--- src/rtl/ddr_cmd_arbiter.sv ---
// Two-requester round-robin arbiter that hands one command at a time to
// either the AXI read engine or the AXI write engine and reports completion.
module ddr_cmd_arbiter #(
    parameter int unsigned ADDR_WIDTH      = 29,
    parameter int unsigned BURST_LEN_WIDTH = 8,
    parameter int unsigned NUM_BURST_WIDTH = 8
) (
    input  logic                       clk,
    input  logic                       rstn,

    input  logic                       req0_valid,
    input  logic                       req0_rw,
    input  logic [ADDR_WIDTH-1:0]      req0_addr,
    input  logic [BURST_LEN_WIDTH-1:0] req0_burst_len,
    input  logic [NUM_BURST_WIDTH-1:0] req0_num_burst,
    output logic                       req0_ack,
    output logic                       req0_done,

    input  logic                       req1_valid,
    input  logic                       req1_rw,
    input  logic [ADDR_WIDTH-1:0]      req1_addr,
    input  logic [BURST_LEN_WIDTH-1:0] req1_burst_len,
    input  logic [NUM_BURST_WIDTH-1:0] req1_num_burst,
    output logic                       req1_ack,
    output logic                       req1_done,

    output logic                       rd_start,
    output logic [BURST_LEN_WIDTH-1:0] rd_burst_len,
    output logic [NUM_BURST_WIDTH-1:0] rd_num_burst,
    output logic [ADDR_WIDTH-1:0]      rd_start_addr,
    input  logic                       rd_ready,
    input  logic                       rd_done,

    output logic                       wr_start,
    output logic [BURST_LEN_WIDTH-1:0] wr_burst_len,
    output logic [NUM_BURST_WIDTH-1:0] wr_num_burst,
    output logic [ADDR_WIDTH-1:0]      wr_start_addr,
    input  logic                       wr_ready,
    input  logic                       wr_done,

    output logic                       busy,
    output logic                       grant_id
);

    typedef enum logic [1:0] {
        IDLE      = 2'd0,
        ISSUE     = 2'd1,
        WAIT_DONE = 2'd2
    } state_t;

    state_t                     state, state_n;

    logic                       cap_rw, cap_rw_n;
    logic [ADDR_WIDTH-1:0]      cap_addr, cap_addr_n;
    logic [BURST_LEN_WIDTH-1:0] cap_len, cap_len_n;
    logic [NUM_BURST_WIDTH-1:0] cap_nb, cap_nb_n;
    logic                       cap_id, cap_id_n;
    logic                       imm_done, imm_done_n;
    logic                       last_grant, last_grant_n;

    logic                       req0_ack_n, req1_ack_n;
    logic                       req0_done_n, req1_done_n;
    logic                       rd_start_n, wr_start_n;
    logic                       busy_n, grant_id_n;
    logic [BURST_LEN_WIDTH-1:0] len_n;
    logic [NUM_BURST_WIDTH-1:0] nb_n;
    logic [ADDR_WIDTH-1:0]      addr_n;

    logic                       win;
    logic                       eng_done;

    // Next-state, capture and output-next logic
    always_comb begin
        state_n      = state;
        cap_rw_n     = cap_rw;
        cap_addr_n   = cap_addr;
        cap_len_n    = cap_len;
        cap_nb_n     = cap_nb;
        cap_id_n     = cap_id;
        imm_done_n   = imm_done;
        last_grant_n = last_grant;
        req0_ack_n   = 1'b0;
        req1_ack_n   = 1'b0;
        req0_done_n  = 1'b0;
        req1_done_n  = 1'b0;
        rd_start_n   = 1'b0;
        wr_start_n   = 1'b0;

        // Tie goes to whoever was not served last; a lone requester always wins
        if (req0_valid && req1_valid) begin
            win = ~last_grant;
        end else begin
            win = req1_valid;
        end

        // An engine cannot finish in the cycle it is started, so done is masked then
        if (cap_rw) begin
            eng_done = wr_done && !wr_start;
        end else begin
            eng_done = rd_done && !rd_start;
        end

        case (state)
            IDLE: begin
                if (req0_valid || req1_valid) begin
                    cap_id_n   = win;
                    imm_done_n = 1'b0;
                    state_n    = ISSUE;
                    if (win) begin
                        cap_rw_n   = req1_rw;
                        cap_addr_n = req1_addr;
                        cap_len_n  = req1_burst_len;
                        cap_nb_n   = req1_num_burst;
                        req1_ack_n = 1'b1;
                    end else begin
                        cap_rw_n   = req0_rw;
                        cap_addr_n = req0_addr;
                        cap_len_n  = req0_burst_len;
                        cap_nb_n   = req0_num_burst;
                        req0_ack_n = 1'b1;
                    end
                end
            end

            ISSUE: begin
                if (cap_nb == '0) begin
                    imm_done_n = 1'b1;
                    state_n    = WAIT_DONE;
                end else if (!cap_rw && rd_ready) begin
                    rd_start_n = 1'b1;
                    state_n    = WAIT_DONE;
                end else if (cap_rw && wr_ready) begin
                    wr_start_n = 1'b1;
                    state_n    = WAIT_DONE;
                end
            end

            WAIT_DONE: begin
                if (imm_done || eng_done) begin
                    req0_done_n  = ~cap_id;
                    req1_done_n  = cap_id;
                    last_grant_n = cap_id;
                    imm_done_n   = 1'b0;
                    state_n      = IDLE;
                end
            end

            default: begin
                state_n = IDLE;
            end
        endcase

        // Command fields are presented only while a command is owned
        busy_n     = (state_n != IDLE);
        grant_id_n = busy_n ? cap_id_n : 1'b0;
        addr_n     = busy_n ? cap_addr_n : '0;
        len_n      = busy_n ? cap_len_n : '0;
        nb_n       = busy_n ? cap_nb_n : '0;
    end

    // State, captured command and registered outputs
    always_ff @(posedge clk or negedge rstn) begin
        if (!rstn) begin
            state         <= IDLE;
            cap_rw        <= 1'b0;
            cap_addr      <= '0;
            cap_len       <= '0;
            cap_nb        <= '0;
            cap_id        <= 1'b0;
            imm_done      <= 1'b0;
            last_grant    <= 1'b1;
            req0_ack      <= 1'b0;
            req1_ack      <= 1'b0;
            req0_done     <= 1'b0;
            req1_done     <= 1'b0;
            rd_start      <= 1'b0;
            wr_start      <= 1'b0;
            rd_start_addr <= '0;
            rd_burst_len  <= '0;
            rd_num_burst  <= '0;
            wr_start_addr <= '0;
            wr_burst_len  <= '0;
            wr_num_burst  <= '0;
            busy          <= 1'b0;
            grant_id      <= 1'b0;
        end else begin
            state         <= state_n;
            cap_rw        <= cap_rw_n;
            cap_addr      <= cap_addr_n;
            cap_len       <= cap_len_n;
            cap_nb        <= cap_nb_n;
            cap_id        <= cap_id_n;
            imm_done      <= imm_done_n;
            last_grant    <= last_grant_n;
            req0_ack      <= req0_ack_n;
            req1_ack      <= req1_ack_n;
            req0_done     <= req0_done_n;
            req1_done     <= req1_done_n;
            rd_start      <= rd_start_n;
            wr_start      <= wr_start_n;
            rd_start_addr <= addr_n;
            rd_burst_len  <= len_n;
            rd_num_burst  <= nb_n;
            wr_start_addr <= addr_n;
            wr_burst_len  <= len_n;
            wr_num_burst  <= nb_n;
            busy          <= busy_n;
            grant_id      <= grant_id_n;
        end
    end

endmodule

--- config.mk ---
export PLATFORM = sky130hd
export DESIGN_NAME = ddr_cmd_arbiter
export DESIGN_NICKNAME = d
export VERILOG_FILES = /design/src/rtl/ddr_cmd_arbiter.sv
export SDC_FILE = /design/constraint.sdc
export NUM_CORES = 1
export LEC_CHECK = 0
export ABC_AREA = 1
export CAP_MARGIN = 20
export CORE_MARGIN = 2
export CORE_UTILIZATION = 40
export CTS_BUF_LIST = sky130_fd_sc_hd__clkbuf_4
export CTS_CLUSTER_SIZE = 40
export DETAILED_ROUTE_END_ITERATION = 8
export PLACE_DENSITY_LB_ADDON = 0.25
export SYNTH_ARGS = -nofsm -noshare
export SYNTH_HDL_FRONTEND = slang
export SYNTH_SLANG_ARGS = --single-unit
--- constraint.sdc ---
create_clock -name clk -period 1.4 [get_ports clk]
set_input_delay 0.28 -clock clk [delete_from_list [all_inputs] [get_ports clk]]
set_output_delay 0.28 -clock clk [all_outputs]
set_load 0.05 [all_outputs]
density.png
(3 px per um) The die is cut into 11 by 11 equal tiles; black is low, pale yellow is high, 0 to 100% covered.
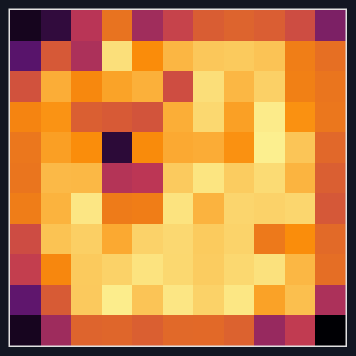
mean over tiles: 72%
tiles over 75% full: 52%
fullest tile: 97%
nearly empty tiles: 0.80%
emptiest ninth of the die: north-west
Initial Util: 40.9%
core area: 11,400 um2

pdn.png
(3 px per um) Pins as bars on the die edge.
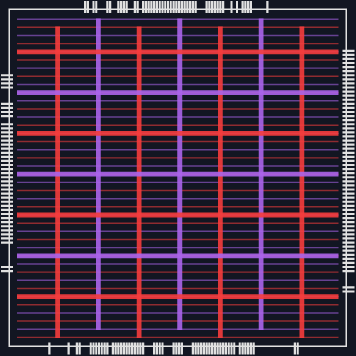
legend:
  red:
    net: VSS
  purple:
    net: VDD
rows: 39
met5 straps: 7
met1 rails: 40
Peak supply drop: 1.56 mV
DIE HEIGHT: 112 um

final_clocks.png
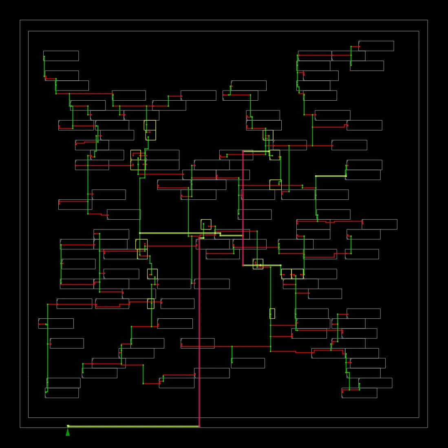
clk sink count: 104
Clock buffer cells: 9
Post-Route Skew: 42.2 ps

==> run summary <==
run results: reg-to-reg endpoint wr_start_addr[5], worst setup slack after layout -288 ps, Power, Total between 20 and 25 mW, FF+latch count, synth 104, critical path arrival about 2000 ps, Reg area about 2600 um2, Fmax between 500 and 600 MHz, violated checks negative setup slack, Top power group combinational logic, Finished Core Util about four fifths, XOR Share, Synth 0%, I/O Buffers approximately 200, final hold slack about 250 ps, setup TNS -18,150 ps, Mapped Cells roughly 530, vias in the first global route around 4,400, ANT nets after route 0, CTS Buffer Depth 2, internal power between 10 and 15 mW, CP Class reg2reg, Post-CTS Resized around 76, Clock group roughly 1.5 mW, Ports 198, # Cells Yosys between 500 and 600, startpoint types register, Repair and plain buffers roughly 260, Critical Path RT 1730 ps, Ys Warns 0, yosys aoi share around 6.3%, drt initial violations around 180, register share of total power 23.8%, final setup vio count between 80 and 90, fraction of power consumed by combinational cells a little over two thirds, chip area line of the yosys report roughly 4700 um2, worst slew pin tran ~310 ps, share of cells above drive strength 1 54.8%, diode count 1, max_slew headroom between 70% and 80%, largest delay contributor family on the critical path flip-flops, Max-area cell share between 50% and 60%, Top cell excl fill/tap buf_12, PwrDens between 2000 and 3000 nW/um2, CTS H-tree lvls 3, initial antenna violation count 1, status finished with violations, final-layout clock-cell area share approximately 1.3%, total tool warning count 29, postcts setup bufs 17, DRC violation count after routing 0, WP buf/inv 2, Vias 4,236
[sequential cells by signal, summed over array words and instances, names as in the netlist, 2 cells and up]
| name | cells |
|---|---|
| cap_addr | 29 |
| cap_len | 8 |
| cap_nb | 8 |
| state | 2 |
| wr_burst_len | 8 |
| wr_num_burst | 8 |
| wr_start_addr | 29 |
[cells in the mapped netlist (2+ instances only)]
cell type,instances
o211ai_1,3
inv_2,2
o21ai_0,14
inv_1,80
nand3_1,3
buf_4,50
nand2_2,2
buf_6,5
nor2_4,2
a21oi_2,6
nor2_2,30
dfrtp_1,103
nand2_1,128
nor2_1,53
buf_2,7
a21oi_1,26
nand3b_1,2
[routing by layer]
metal,global-route usage (%),vias to the layer above
li1,-,1935
met1,26.5,2088
met2,41.3,181
met3,4.08,32
met4,8.48,0
met5,0,-
Power figures rest on the tool's default switching activity, not on a simulated workload.
